==> src/rtl/mlp_fixed_pkg.sv <==
// Shared fixed-point definitions for the MLP datapath: signed-magnitude words
// with a sign bit on top and an unsigned magnitude below it.
package mlp_fixed_pkg;

  localparam int unsigned WIDTH    = 32;
  localparam int unsigned FRAC     = 17;
  localparam int unsigned SIGN_BIT = WIDTH - 1;

  localparam logic [WIDTH-2:0] MAG_MAX = 31'h7FFFFFFF;

  typedef struct packed {
    logic            sign;
    logic [WIDTH-2:0] mag;
  } sm_t;

  localparam sm_t SM_ZERO = '{sign: 1'b0, mag: '0};

endpackage

==> src/rtl/sm_add_core.sv <==
// Combinational signed-magnitude adder: compare, add/subtract, saturate,
// and canonicalise zero to +0.
module sm_add_core
  import mlp_fixed_pkg::*;
(
  input  sm_t  a,
  input  sm_t  b,
  output sm_t  result,
  output logic ovf
);

  logic [WIDTH-1:0] sum;
  logic             a_ge_b;

  assign sum    = {1'b0, a.mag} + {1'b0, b.mag};
  assign a_ge_b = (a.mag >= b.mag);

  // Select add or subtract path, then force any zero magnitude to +0.
  always_comb begin
    result = SM_ZERO;
    ovf    = 1'b0;
    if (a.sign == b.sign) begin
      result.sign = a.sign;
      if (sum[SIGN_BIT]) begin
        result.mag = MAG_MAX;
        ovf        = 1'b1;
      end else begin
        result.mag = sum[WIDTH-2:0];
      end
    end else if (a_ge_b) begin
      result.sign = a.sign;
      result.mag  = a.mag - b.mag;
    end else begin
      result.sign = b.sign;
      result.mag  = b.mag - a.mag;
    end
    if (result.mag == '0) begin
      result.sign = 1'b0;
    end
  end

endmodule

==> src/rtl/adder.sv <==
// Registered signed-magnitude adder: one pair per clock, one-cycle latency,
// saturating on same-sign overflow.
module adder
  import mlp_fixed_pkg::*;
#(
  parameter int unsigned WIDTH = 32,
  parameter int unsigned FRAC  = 17
) (
  input  logic             clk,
  input  logic             rst,
  input  logic             in_valid,
  input  logic [WIDTH-1:0] a,
  input  logic [WIDTH-1:0] b,
  output logic [WIDTH-1:0] c,
  output logic             out_valid,
  output logic             ovf
);

  // The core works on the shared sm_t word; reject configurations it cannot hold.
  if (WIDTH != $bits(sm_t) || FRAC >= WIDTH) begin : g_bad_cfg
    $error("adder: WIDTH must match sm_t and FRAC must be below WIDTH");
  end

  sm_t  sum;
  logic sum_ovf;

  sm_add_core u_core (
    .a      (sm_t'(a)),
    .b      (sm_t'(b)),
    .result (sum),
    .ovf    (sum_ovf)
  );

  // Capture the sum when a pair is accepted; hold c/ovf otherwise.
  always_ff @(posedge clk) begin
    if (rst) begin
      c         <= '0;
      ovf       <= 1'b0;
      out_valid <= 1'b0;
    end else begin
      out_valid <= in_valid;
      if (in_valid) begin
        c   <= sum;
        ovf <= sum_ovf;
      end
    end
  end

endmodule

==> config.mk <==
export PLATFORM = sky130hd
export DESIGN_NAME = adder
export DESIGN_NICKNAME = d
export VERILOG_FILES = /design/src/rtl/mlp_fixed_pkg.sv /design/src/rtl/sm_add_core.sv /design/src/rtl/adder.sv
export SDC_FILE = /design/constraint.sdc
export NUM_CORES = 1
export LEC_CHECK = 0
export CORE_MARGIN = 2
export CORE_UTILIZATION = 51
export CTS_CLUSTER_DIAMETER = 50
export DETAILED_ROUTE_END_ITERATION = 8
export GPL_TIMING_DRIVEN = 0
export PLACE_DENSITY = 0.86
export SYNTH_ARGS = -nofsm -noshare
export SYNTH_HDL_FRONTEND = slang
export SYNTH_SLANG_ARGS = --single-unit
==> constraint.sdc <==
create_clock -name clk -period 4.8 [get_ports clk]
set_input_delay 0.48 -clock clk [delete_from_list [all_inputs] [get_ports clk]]
set_output_delay 0.48 -clock clk [all_outputs]
set_load 0.02 [all_outputs]
### Layout detail, run 1

Region (80, 80) to (100, 100) um. Cells in gray, sequential cells in the stronger gray; small squares are vias.
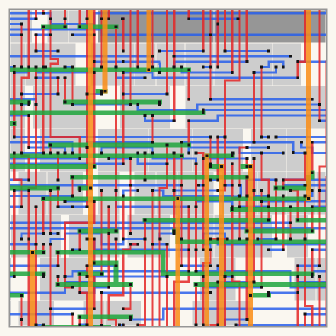
Green is M3. Red is M2. Orange is M4. Blue is M1.
45 logic cells have their middle in the window. Netlist names of flops here include c (2). Most frequent: nor2_1 (6), nand2_1 (4), o22ai_1 (3). Sequential cells in the window: 2.

### Cell sizes after repair, run 1

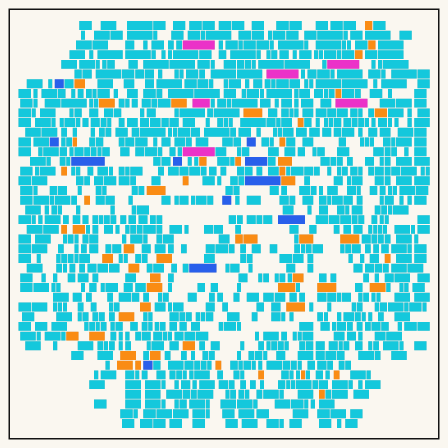
Orange is x2, cells 53, most used clkbuf_2. Cyan is x1 and smaller, cells 1023, most used nor2_1. Blue is x3 and x4, cells 11, most used buf_4. Magenta is x6 and larger, cells 6, most used clkbuf_16.

==> impl_metrics.env, run 1 <==
# physical design summary
export IMPL_top_area_cell="ha_1"
export IMPL_seq_share_pct=8.124
export IMPL_buffer_area_share_pct=14.67
export IMPL_stdcell_count=1270
export IMPL_cts_max_path_buffers=2
export IMPL_fp_dieH_um=120.0
export IMPL_worst_pin_slew_ps=894.7
export IMPL_grt_max_degree=11
export IMPL_whs_ps=495.4
export IMPL_logic_area_um2=5757
export IMPL_post_cts_buffers=0
export IMPL_grt_overflow=0
export IMPL_finalCritPeriodShare_pct=97.67
export IMPL_areaGrowthSynthToFinish_pct=22.19
export IMPL_row_count=42
export IMPL_synth_cell_types=77
export IMPL_root_buffer="clkbuf_16"
export IMPL_cts_clk_slew_worst_paths_ps=50
export IMPL_crit_slowest_cell="clkdlybuf4s50_1"
export IMPL_hold_class="register to register"
export IMPL_setup_violations=0
export IMPL_first_global_vias=7739
export IMPL_p_seq_uw=334
export IMPL_flop_cell="dfxtp_1"
export IMPL_fmax_mhz=213.3
export IMPL_wl_met2_mm=11.31
export IMPL_irDropWorstVdd_mv=0.1726
export IMPL_timing_final_ws_setup_ps=111.9
export IMPL_nClkBuffers=7
export IMPL_core_area_um2=13190
export IMPL_yosysMostFrequentCell="a21oi_1"
export IMPL_powerDensity_nw_per_um2=218.5
export IMPL_synth_avg_cell_area_um2=6.947
export IMPL_drtIter0Drc=1105
export IMPL_flop_area_um2=680.7
export IMPL_wl_met3_mm=2.554
export IMPL_wl_met1_mm=10.37
export IMPL_cts_max_level=2
export IMPL_netSwitchingPower_uw=869.5
export IMPL_avgViaCountPerCell=6.507
export IMPL_place_ws_ps=-717.1
export IMPL_ys_async_sr_fraction_pct=0
export IMPL_cp_max_fo=11
export IMPL_crit_path_max_incr_delay_ps=500
export IMPL_die_area_um2=14390
export IMPL_nWellTaps=176
export IMPL_ys_warn_count=0
export IMPL_place_gp_congestion=1.013
export IMPL_largest_reg_flops=32
export IMPL_cts_tree="yes"
export IMPL_die_w_um=120.0
export IMPL_comb_power_uw=1170
export IMPL_antenna_cells=1
export IMPL_status="finished clean"
export IMPL_path_class="input pin to register"
export IMPL_finalPower_uw=1831
export IMPL_dp_cells=1262
export IMPL_yosys_stat_area_um2=6857
export IMPL_max_cap_violations=0
export IMPL_drt_wl_total_mm=25.61
export IMPL_num_vias=8264
export IMPL_portBuffers=99
export IMPL_hpwl_mm=20.48
export IMPL_edf_count=0
export IMPL_ant_nets=0
export IMPL_crit_path_cell_trace="clkdlybuf4s50_1 -> inv_1 -> ha_1 -> clkbuf_1 -> nand4_1 -> nor2_1 -> a311o_1 -> nor3_1 -> clkbuf_4 -> buf_4 -> mux2i_1 -> nand2_1 -> a2bb2oi_2 -> nand2_1 -> nor4_2 -> nand4b_1 -> o31a_1"
export IMPL_numSynthFlops=34
export IMPL_logic_gate_count=809
export IMPL_dr_pass1_iters=6
export IMPL_combPwrFrac_pct=63.9
export IMPL_cts_buffers=5
export IMPL_track_usage_pct=34.42
export IMPL_cp_end_kind="register"
export IMPL_topCellsByArea="ha_1, dfxtp_1, a21oi_1"
export IMPL_synth_area_um2=6857
export IMPL_slew_viol_final=0
export IMPL_clock_latency_ps=280
export IMPL_switching_share_pct=47.49
export IMPL_antenna_found_initial=0
export IMPL_slew_headroom_pct=39.92
export IMPL_largest_register="c"
export IMPL_arrival_ps=4860
export IMPL_final_area_um2=8378
export IMPL_critPathMostFrequentCell="nand2_1"
export IMPL_clkPwrFrac_pct=17.9
export IMPL_post_route_drc_count=0
export IMPL_yosys_top_cells_count="a21oi_1, nor2_1, ha_1"
export IMPL_p_seq_share_pct=18.2
export IMPL_syn_nets=1158
export IMPL_fillers=1225
export IMPL_clock_skew_ps=0
export IMPL_top_power_group="combinational logic"
export IMPL_place_area_um2=8068
export IMPL_inverters=91
export IMPL_yosys_area_top_type_share_pct=18.43
export IMPL_p_int_uw=961.4
export IMPL_crit_required_ps=4970
export IMPL_warning_count=96
export IMPL_drive_above_1_share_pct=6.404
export IMPL_tns_ps=0
export IMPL_crit_path_start_kind="input pin"
export IMPL_p_clk_uw=328
export IMPL_ys_cells=987
export IMPL_wl_per_cell_um=20.17
export IMPL_min_period_ps=4688
export IMPL_hold_violations=0
export IMPL_reg_largest_list="c: 32 flops, out_valid: 1 flops, ovf: 1 flops"
export IMPL_final_clk_cell_share_pct=1.762
export IMPL_sh_comb_area_pct=68.71
export IMPL_ioPinCount=101
export IMPL_p_leak_uw=0.003645
export IMPL_grt_pass1_wl_mm=40.15
export IMPL_clock_sinks=34
export IMPL_ff_count=34
export IMPL_layout_nets=1263
export IMPL_syn_inst=987
export IMPL_nNonClkBuffers=151
export IMPL_largest_class="multi-input combinational cells"
export IMPL_seq_area_frac_synth_pct=9.927
export IMPL_highest_layer="met4"
### Placement density heat map, run 1

12 x 12 tiles, from white (low) to dark blue (high), 0 to 100% covered.
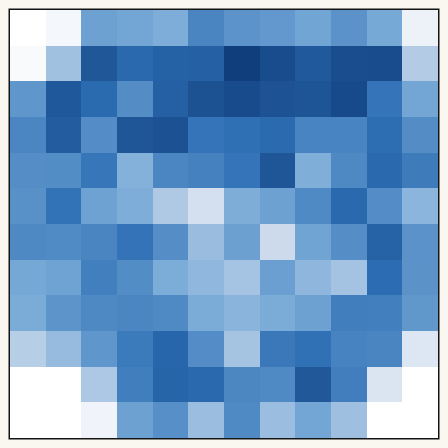
5.6% of the tiles are nearly empty. The emptiest ninth of the die: lower left. The densest ninth of the die: top center. The fullest tile reaches 95%.
Initial Utilization: 51.98%
Final Util: 63.52%

-- run 1: path summary, 6_finish.rpt --
kind	to	depth (start not counted)	slack, ps	start
max	c[31]$_SDFFE_PP0P_	17	110	a[11]
min	c[9]$_SDFFE_PP0P_	2	500	c[9]$_SDFFE_PP0P_
max reg2reg	c[31]$_SDFFE_PP0P_	5	3490	c[31]$_SDFFE_PP0P_
min reg2reg	c[9]$_SDFFE_PP0P_	2	500	c[9]$_SDFFE_PP0P_
-- run 1: repair_timing --
item                                    CTS  global route
hold buffers                              0             0
resized                                   8            41
endpoints found under the setup margin    3             9
pin swaps                                 0             2
cloned                                    0             0
-- run 1: layout by cell type (no fill, tap or decap), types with 11 or more instances in the layout --
master,n
nor2_1,108
nor3_1,30
nand2_1,66
o21bai_1,19
inv_1,89
clkdlybuf4s50_1,98
ha_1,101
dfxtp_1,34
a21oi_1,106
o31ai_1,12
nor2b_1,13
o21a_1,11
mux2i_1,29
nand4_1,18
o21ai_0,45
clkbuf_1,29
xnor2_1,11
a21o_1,15
a211oi_1,22
-- run 1: critical path: cells and delay by family --
kind / cells / cell delay (ps)
and+or+nand+nor: 7 / 1380
AOI/OAI and AO/OA: 3 / 890
buffers and inverters: 5 / 1400
adders and majority gates: 1 / 400
muxes: 1 / 280
-- run 1: per-layer routing --
metal	track usage, %	up-vias
met5	0	-
met4	15.00	0
li1	-	3813
met2	56.14	562
met1	44.98	3770
met3	4.990	119
-- run 1: cells by family (layout without fill, tap and decap cells) --
group / after synthesis / after routing / synth area share, %
buf+inv: 144 / 250 / 8.230
simple gates: 304 / 304 / 21.44
flops: 34 / 34 / 9.927
compound gates: 357 / 357 / 34.89
mux: 31 / 31 / 4.544
xor+xnor: 13 / 13 / 1.661
other cells: 0 / 1 / 0
fa+ha+maj: 104 / 104 / 19.31
### Cell placement, run 1

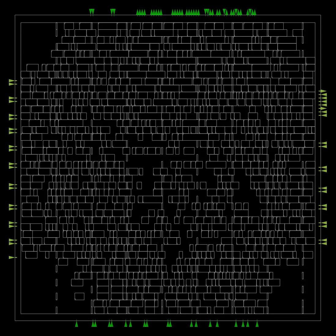

## Run 2: what changed since run 1
--- a/config.mk
+++ b/config.mk
@@ -7,10 +7,13 @@
 export LEC_CHECK = 0
 export CORE_MARGIN = 2
 export CORE_UTILIZATION = 51
+export CTS_BUF_LIST = sky130_fd_sc_hd__clkbuf_4
 export CTS_CLUSTER_DIAMETER = 50
 export DETAILED_ROUTE_END_ITERATION = 8
+export GPL_ROUTABILITY_DRIVEN = 1
 export GPL_TIMING_DRIVEN = 0
 export PLACE_DENSITY = 0.86
+export SLEW_MARGIN = 20
 export SYNTH_ARGS = -nofsm -noshare
 export SYNTH_HDL_FRONTEND = slang
 export SYNTH_SLANG_ARGS = --single-unit
### Cell placement, run 2

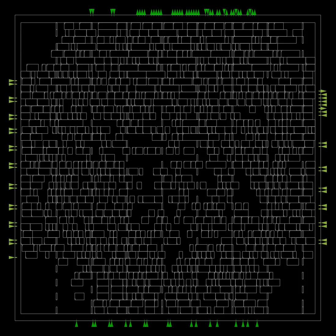
Placeable Area: 13190 um2
Layout Cells excl Fill: 1270
Seq area share: 8.240%
FILL cells: 1238

### Cell sizes after repair, run 2

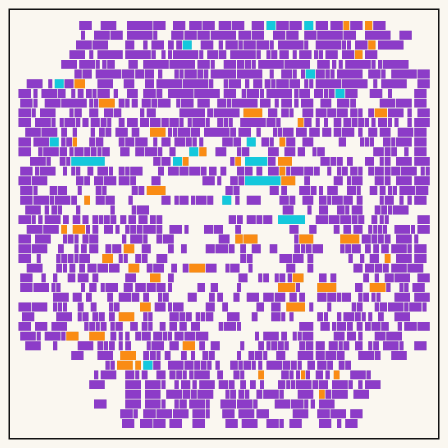
Cyan is x3 and x4, cells 16, most used clkbuf_4. Orange is x2, cells 49, most used clkbuf_2. Purple is x1 and smaller, cells 1029, most used nor2_1.
Non-clk bufs: 152
final instance area: 8260 um2
final worst-path setup slack: 76.31 ps
Area growth syn-to-layout: 20.47%

==> run 2 against run 1 <==
- utilization decreased by 0.89 points
- area after synthesis unchanged
- critical path type unchanged
- routed wire length decreased by 1.2%
- largest cell class unchanged
- clock skew unchanged
- power decreased by 9.5%
==> impl_metrics.env, run 2 <==
# physical design summary
export IMPL_tns_ps=0
export IMPL_ys_async_sr_fraction_pct=0
export IMPL_critPathMostFrequentCell="nand2_1"
export IMPL_finalCritPeriodShare_pct=98.41
export IMPL_crit_path_max_incr_delay_ps=500
export IMPL_clkPwrFrac_pct=9.7
export IMPL_warning_count=96
export IMPL_top_area_cell="ha_1"
export IMPL_drtIter0Drc=953
export IMPL_first_global_vias=7615
export IMPL_cts_buffers=5
export IMPL_die_w_um=120.0
export IMPL_dr_pass1_iters=6
export IMPL_ys_warn_count=0
export IMPL_cts_clk_slew_worst_paths_ps=110
export IMPL_syn_nets=1158
export IMPL_yosys_stat_area_um2=6857
export IMPL_ioPinCount=101
export IMPL_syn_inst=987
export IMPL_layout_nets=1264
export IMPL_largest_class="multi-input combinational cells"
export IMPL_combPwrFrac_pct=70.2
export IMPL_logic_gate_count=809
export IMPL_drive_above_1_share_pct=5.941
export IMPL_synth_avg_cell_area_um2=6.947
export IMPL_reg_largest_list="c: 32 flops, out_valid: 1 flops, ovf: 1 flops"
export IMPL_antenna_cells=0
export IMPL_grt_overflow=0
export IMPL_flop_cell="dfxtp_1"
export IMPL_inverters=91
export IMPL_wl_per_cell_um=19.93
export IMPL_portBuffers=99
export IMPL_path_class="input pin to register"
export IMPL_p_seq_share_pct=20.0
export IMPL_ff_count=34
export IMPL_flop_area_um2=680.7
export IMPL_fp_dieH_um=120.0
export IMPL_arrival_ps=4970
export IMPL_place_ws_ps=-717.1
export IMPL_yosys_area_top_type_share_pct=18.43
export IMPL_nWellTaps=176
export IMPL_slew_viol_final=0
export IMPL_synth_cell_types=77
export IMPL_worstHoldStart="c[15]$_SDFFE_PP0P_"
export IMPL_fmax_mhz=211.7
export IMPL_switching_share_pct=50.87
export IMPL_die_area_um2=14390
export IMPL_crit_path_cell_trace="clkdlybuf4s50_1 -> inv_1 -> ha_1 -> clkbuf_1 -> nand4_1 -> nor2_1 -> a311o_1 -> nor3_1 -> clkbuf_4 -> buf_4 -> mux2i_1 -> nand2_1 -> a2bb2oi_2 -> nand2_1 -> nor4_2 -> nand4b_1 -> o31a_1"
export IMPL_place_gp_congestion=1.013
export IMPL_hold_class="register to register"
export IMPL_cts_tree="yes"
export IMPL_drt_wl_total_mm=25.32
export IMPL_comb_power_uw=1160
export IMPL_track_usage_pct=33.96
export IMPL_layout_top_cell="nor2_1"
export IMPL_initCoreUtil_pct=51.98
export IMPL_netSwitchingPower_uw=842.7
export IMPL_post_route_drc_count=0
export IMPL_slew_headroom_pct=38.67
export IMPL_crit_slowest_cell="clkdlybuf4s50_1"
export IMPL_avgViaCountPerCell=6.480
export IMPL_grt_pass1_wl_mm=39.62
export IMPL_p_int_uw=814.0
export IMPL_powerDensity_nw_per_um2=200.6
export IMPL_r2r_start="c[31]$_SDFFE_PP0P_"
export IMPL_largest_register="c"
export IMPL_wl_met2_mm=11.14
export IMPL_highest_layer="met4"
export IMPL_p_leak_uw=0.003595
export IMPL_max_cap_violations=0
export IMPL_hpwl_mm=20.48
export IMPL_clock_latency_ps=350
export IMPL_grt_max_degree=11
export IMPL_cp_end_kind="register"
export IMPL_post_cts_buffers=0
export IMPL_cp_max_fo=10
export IMPL_seq_area_frac_synth_pct=9.927
export IMPL_buffer_area_share_pct=14.89
export IMPL_p_seq_uw=332
export IMPL_crit_path_start_kind="input pin"
export IMPL_numSynthFlops=34
export IMPL_sh_comb_area_pct=69.42
export IMPL_clock_skew_ps=0
export IMPL_worst_pin_slew_ps=912.2
export IMPL_wl_met3_mm=2.360
export IMPL_root_buffer="clkbuf_4"
export IMPL_irDropWorstVdd_mv=0.1106
export IMPL_final_cell_mix="nor2_1, a21oi_1, ha_1, clkdlybuf4s50_1, inv_1"
export IMPL_cts_max_path_buffers=2
export IMPL_num_vias=8230
export IMPL_logic_area_um2=5734
export IMPL_synth_area_um2=6857
export IMPL_crit_required_ps=5050
export IMPL_wl_met1_mm=10.51
export IMPL_clock_sinks=34
export IMPL_antenna_found_initial=0
export IMPL_min_period_ps=4724
export IMPL_final_clk_cell_share_pct=0.6513
export IMPL_top_power_group="combinational logic"
export IMPL_topCellsByArea="ha_1, dfxtp_1, a21oi_1"
export IMPL_setup_violations=0
export IMPL_largest_reg_flops=32
export IMPL_status="finished clean"
[run 2: layer usage]
metal / GRT usage (%) / vias to the layer above
li1: - / 3819
met4: 14.34 / 0
met3: 4.563 / 107
met5: 0 / -
met1: 44.78 / 3775
met2: 55.40 / 529
[run 2: cells by family (layout without fill, tap and decap cells)]
kind of cell / after synthesis / in the layout / synth area share (%)
xor gates and xnor gates: 13 / 13 / 1.661
AOI/OAI and AO/OA: 357 / 357 / 34.89
DFF: 34 / 34 / 9.927
buffers and inverters: 144 / 251 / 8.230
muxes: 31 / 31 / 4.544
adders and majority gates: 104 / 104 / 19.31
and+or+nand+nor: 304 / 304 / 21.44
[run 2: timing repair]
| action | 4_1_cts | 5_1_grt |
|---|---|---|
| resized | 7 | 33 |
| endpoints found under the setup margin | 2 | 7 |
| hold endpoints to repair | 0 | 0 |
| pin swaps | 0 | 2 |
| hold buffers | 0 | 0 |
[run 2: per-stage QoR]
step / power (uW) / hold WS, ps / instance area (um2) / cells / util, %
floorplan: 1047 / 545.0 / 6857 / 987 / -
global placement: 1416 / 465.7 / 8068 / 1262 / 61.16
detailed placement: 1425 / 484.5 / 8068 / 1262 / 61.16
CTS: 1590 / 499.3 / 8140 / 1270 / 61.71
global route: 1746 / 513.5 / 8260 / 1270 / 62.63
finish: 1657 / 497.3 / 8260 / 1270 / 62.63
[run 2: worst max-delay path, delay by kind of cell]
family	cells	cell delay [ps]
simple gates	7	1500
buf+inv	5	1400
compound gates	3	900
fa+ha+maj	1	400
mux	1	280
[run 2: path summary, 6_finish.rpt]
kind,endpoint,slack (ps),cells past startpoint
worst max-delay path,c[31]$_SDFFE_PP0P_,80,17
worst min-delay path,c[15]$_SDFFE_PP0P_,500,2
worst max register to register,c[31]$_SDFFE_PP0P_,3490,5
worst min register to register,c[15]$_SDFFE_PP0P_,500,2
Power and IR drop assume default switching activity.
